### Cell placement

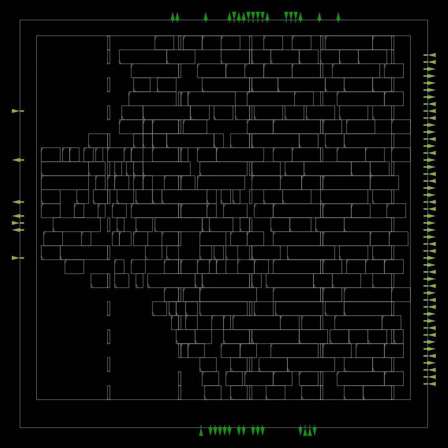
### Register map, names as in the netlist

Other sequential cells in the stronger grey, the rest of the logic in the fainter grey.
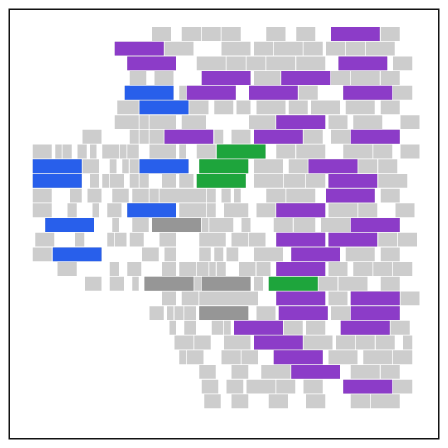
### Routed metal per tile

The bar under the picture is 20 um long. The die is cut into 16 by 16 equal tiles; dark purple is low, yellow is high, scaled to the fullest tile. Values are wire area over tile area, all layers added.
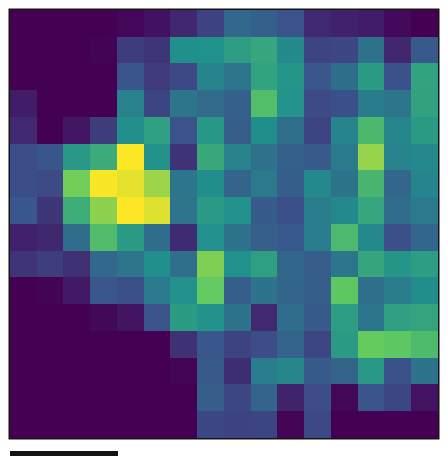
==> config.mk <==
export PLATFORM = sky130hd
export DESIGN_NAME = net_sequencer
export DESIGN_NICKNAME = d
export VERILOG_FILES = /design/src/rtl/net_sequencer.sv
export SDC_FILE = /design/constraint.sdc
export NUM_CORES = 1
export LEC_CHECK = 0
export ABC_AREA = 0
export CORE_MARGIN = 3
export CORE_UTILIZATION = 44
export CTS_CLUSTER_SIZE = 8
export DETAILED_ROUTE_END_ITERATION = 12
export PLACE_DENSITY = 0.83
export SLEW_MARGIN = 20
export SYNTH_ARGS = -nofsm -noshare
export SYNTH_HDL_FRONTEND = slang
export SYNTH_SLANG_ARGS = --single-unit
==> constraint.sdc <==
create_clock -name clk -period 2.5 [get_ports clk]
set_clock_uncertainty 0.2 [all_clocks]
set_input_delay 0.5 -clock clk [delete_from_list [all_inputs] [get_ports clk]]
set_output_delay 0.5 -clock clk [all_outputs]
set_load 0.02 [all_outputs]
==> src/rtl/net_sequencer.sv <==
// rtl/net_sequencer.sv - sequencer for the 4-neuron recurrent datapath: load, sweep, settle, check, result
module net_sequencer #(
    parameter int W        = 32,
    parameter int MAX_ITER = 16,
    parameter int SETTLE   = 2,
    parameter int SEQ_MODE = 0
) (
    input  logic         clk,
    input  logic         rst,
    input  logic         start,
    output logic         busy,
    output logic [3:0]   sel,
    output logic [3:0]   upd_en,
    input  logic         dp_done,
    input  logic [W-1:0] dp_out,
    output logic         res_valid,
    input  logic         res_ready,
    output logic [W-1:0] res_data,
    output logic         res_timeout,
    output logic [7:0]   iter_cnt
);

    localparam logic [2:0] S_IDLE   = 3'd0;
    localparam logic [2:0] S_LOAD   = 3'd1;
    localparam logic [2:0] S_SWEEP  = 3'd2;
    localparam logic [2:0] S_SETTLE = 3'd3;
    localparam logic [2:0] S_CHECK  = 3'd4;
    localparam logic [2:0] S_RESULT = 3'd5;

    localparam logic [7:0] ITER_LIMIT  = 8'(MAX_ITER);
    localparam logic [3:0] SETTLE_LAST = (SETTLE == 0) ? 4'd0 : 4'(SETTLE - 1);
    localparam logic [2:0] AFTER_SWEEP = (SETTLE == 0) ? S_CHECK : S_SETTLE;

    logic [2:0] state;
    logic [1:0] phase;
    logic [3:0] settle_cnt;
    logic       sweep_last;

    // In round-robin mode a sweep spans four cycles, one block per cycle.
    assign sweep_last = (SEQ_MODE == 0) || (phase == 2'd3);

    always_ff @(posedge clk or negedge rst) begin
        if (!rst) begin
            state       <= S_IDLE;
            phase       <= 2'd0;
            settle_cnt  <= 4'd0;
            res_data    <= '0;
            res_timeout <= 1'b0;
            iter_cnt    <= 8'd0;
        end else begin
            case (state)
                S_IDLE: begin
                    if (start) begin
                        state    <= S_LOAD;
                        iter_cnt <= 8'd0;
                    end
                end
                S_LOAD: begin
                    state <= S_SWEEP;
                    phase <= 2'd0;
                end
                S_SWEEP: begin
                    if (sweep_last) begin
                        if (iter_cnt != 8'hFF) iter_cnt <= iter_cnt + 8'd1;
                        settle_cnt <= 4'd0;
                        state      <= AFTER_SWEEP;
                    end else begin
                        phase <= phase + 2'd1;
                    end
                end
                S_SETTLE: begin
                    if (settle_cnt == SETTLE_LAST) state <= S_CHECK;
                    else settle_cnt <= settle_cnt + 4'd1;
                end
                S_CHECK: begin
                    // Convergence is tested first so it wins over the iteration limit.
                    if (dp_done) begin
                        res_data    <= dp_out;
                        res_timeout <= 1'b0;
                        state       <= S_RESULT;
                    end else if (iter_cnt == ITER_LIMIT) begin
                        res_data    <= dp_out;
                        res_timeout <= 1'b1;
                        state       <= S_RESULT;
                    end else begin
                        phase <= 2'd0;
                        state <= S_SWEEP;
                    end
                end
                S_RESULT: begin
                    if (res_ready) state <= S_IDLE;
                end
                default: state <= S_IDLE;
            endcase
        end
    end

    always_comb begin
        sel    = 4'b0000;
        upd_en = 4'b0000;
        case (state)
            S_LOAD: upd_en = 4'b1111;
            S_SWEEP: begin
                sel    = 4'b1111;
                upd_en = (SEQ_MODE == 0) ? 4'b1111 : (4'b0001 << phase);
            end
            S_SETTLE, S_CHECK: sel = 4'b1111;
            default: ;
        endcase
    end

    assign busy      = (state != S_IDLE);
    assign res_valid = (state == S_RESULT);

endmodule

==> results_tabular.tex <==
% Yosys + OpenROAD metrics
\begin{tabular}{lr}
\hline
Metric & Value \\
\hline
\multicolumn{2}{l}{\textbf{Run status}} \\
\quad Outcome & complete, no violations \\
\multicolumn{2}{l}{\textbf{Job}} \\
\quad Max Cap Violations & 0 \\
\multicolumn{2}{l}{\textbf{Global routing}} \\
\quad Total track usage & about a fifth \\
\quad Initial antenna violation count & 0 \\
\quad Global-route wire length before repair & roughly 9 mm \\
\quad Maximum number of pins on one net before global-route repair & 37 \\
\multicolumn{2}{l}{\textbf{Routing}} \\
\quad Total iterations of the first detailed-routing run & 4 \\
\quad Final wirelength & approximately 5.8 mm \\
\quad Remaining antenna violation count after routing & 0 \\
\quad Total via count in the routed design & 1760 \\
\multicolumn{2}{l}{\textbf{Critical path}} \\
\quad Startpoint of the most critical register-to-register path & iter\_cnt[0]\$\_DFFE\_PN0P\_ \\
\quad Critical path data required time & roughly 1.8 ns \\
\quad Critical path data arrival time & 1.71 ns \\
\quad Reg2reg end & res\_data[19]\$\_DFFE\_PN0P\_ \\
\quad Reg2Reg Setup Slack & around 0.13 ns \\
\quad Crit path to & busy \\
\quad Reg2Reg Depth & 6 \\
\quad Setup crit start kind & flop \\
\quad Crit path from & state[0]\$\_DFFE\_PN0P\_ \\
\multicolumn{2}{l}{\textbf{Clocking}} \\
\quad Clock tree from TritonCTS & built \\
\quad Clock Pin Slew Worst Setup and Hold Paths & $\sim$0.090 ns \\
\quad Count of hold-fix buffers inserted at cts & 0 \\
\quad Clock root buffer & sky130\_fd\_sc\_hd\_\_clkbuf\_8 \\
\quad Clock insertion delay at the later pin of the skew report & 0.30 ns \\
\quad Number of resized instances in the post-cts repair step & 9 \\
\quad H-tree depth reported by CTS & 2 \\
\quad Number of buffers created by CTS & 5 \\
\multicolumn{2}{l}{\textbf{Logic synthesis}} \\
\quad Cell Type Count & roughly 40 \\
\quad Synthesized chip area reported by yosys & around 2400 sq um \\
\quad AND/OR/NAND/NOR Cells, Area Fraction & approximately a tenth \\
\quad Fraction of registers with async set/reset & 100\% \\
\quad Number of standard cells reported by yosys & about 180 \\
\quad Portion of synthesized cell area occupied by the leading cell type & 50.9\% \\
\quad Main area contributors after synthesis & sky130\_fd\_sc\_hd\_\_dfrtp\_1 (51\%), sky130\_fd\_sc\_hd\_\_mux2\_4 (19\%), sky130\_fd\_sc\_hd\_\_buf\_12 (3.4\%) \\
\quad Top\_reg\_cell synth & sky130\_fd\_sc\_hd\_\_dfrtp\_1 \\
\quad Cell type with the largest total area after synthesis & sky130\_fd\_sc\_hd\_\_dfrtp\_1 \\
\quad Combined area of all synthesized cells & roughly 2400 sq um \\
\quad Compound-Gate Fraction of Synth Area & a little under a tenth \\
\multicolumn{2}{l}{\textbf{Finish}} \\
\quad Non-clock buffers, area share & a little over a quarter \\
\quad Multi-input logic area & slightly below 1000 sq um \\
\quad Total of fill cells in the finished design & between 400 and 500 \\
\quad Biggest cell category by area in the final layout & flip-flops and latches \\
\quad Clock buffers and inverters, area share & 3.81\% \\
\quad Logic gate fraction of the total cell area & 29.8\% \\
\quad Final nets & $\sim$300 \\
\quad Clock buffer cells & 7 \\
\quad Sequential cell area in the final layout & roughly 1200 sq um \\
\multicolumn{2}{l}{\textbf{Power}} \\
\quad Logic gate share of total power & around half \\
\quad Share of power burned in registers & 32.9\% \\
\quad Share of total power consumed by net switching & a little under two fifths \\
\quad Part of the total power dissipated in the clock network & between 10\% and 20\% \\
\quad Design internal power & $\sim$2400 uW \\
\multicolumn{2}{l}{\textbf{Timing}} \\
\quad Final critical-path share of the clock period & 96.6\% \\
\quad Count of final hold-check violations & 0 \\
\quad Tightest Pin Transition & between 0.7 and 0.8 ns \\
\quad Final critical-path required period & about 2.4 ns \\
\quad Max-slew headroom & $\sim$50\% \\
\quad Final Slew Violations & 0 \\
\quad Maximum operating frequency & between 400 and 500 MHz \\
\quad Slack of the critical path & roughly 0.085 ns \\
\quad Unrepaired setup endpoints after global routing & false \\
\quad Setup Total Neg Slack & 0 ns \\
\multicolumn{2}{l}{\textbf{Placed design}} \\
\quad Buffers on Ports & 87 \\
\quad Worst setup timing slack at the placement stage & about 0.065 ns \\
\quad Post-DP HPWL & $\sim$4.4 mm \\
\multicolumn{2}{l}{\textbf{Floorplan}} \\
\quad Horiz. Die Dim & between 70 and 80 um \\
\quad Tapcells inserted & 70 \\
\quad Overall die height & 79.2 um \\
\quad Cell Rows & 26 \\
\quad Boundary Pins & between 80 and 90 \\
\multicolumn{2}{l}{\textbf{Worst hold path}} \\
\quad Hold WC Path Type & input port to async pin \\
\hline
\end{tabular}
-- 'Cell placement' (at the start) --
Floorplan Core Area: 5140 sq um
filler-free cell count of the finished design: 332

-- 'Register map, names as in the netlist' (at the start) --
- green: settle_cnt (placed flops 4)
- purple: res_data (placed flops 32)
- blue: iter_cnt (placed flops 8)
- not coloured: 4

-- 'Routed metal per tile' (at the start) --
- nearly empty tiles: 22%
- mean over tiles: 0.15
- tiles over half the peak: 20%
- emptiest ninth of the die: bottom left
- fullest tile: 0.49

## worst max-delay path: stages, from the launching register on
cell                              delay, ns
sky130_fd_sc_hd__dfrtp_1               0.49
sky130_fd_sc_hd__or3_1                 0.38
sky130_fd_sc_hd__clkdlybuf4s50_1       0.54
## per-stage QoR
stage               power [uW]  instances  util (%)  instance area (sq um)  hold slack, ns
floorplan                 2480        176         -                   2360         0.00441
global placement          3200        324      62.2                   3200           0.289
detailed placement        3280        324      62.2                   3200           0.293
CTS                       3810        332      64.5                   3310          0.0892
global route              3980        332      64.5                   3310           0.127
finish                    3780        332      64.5                   3310          0.0583
## metal layers
layer / track usage (%) / vias up / share of wire [%]
li1: - / 796 / -
met1: 25.7 / 876 / 43
met2: 30.2 / 82 / 48
met3: 4.08 / 6 / 7.4
met4: 4.64 / 0 / 0.94
met5: 0 / - / 0
Power and IR drop assume default switching activity.
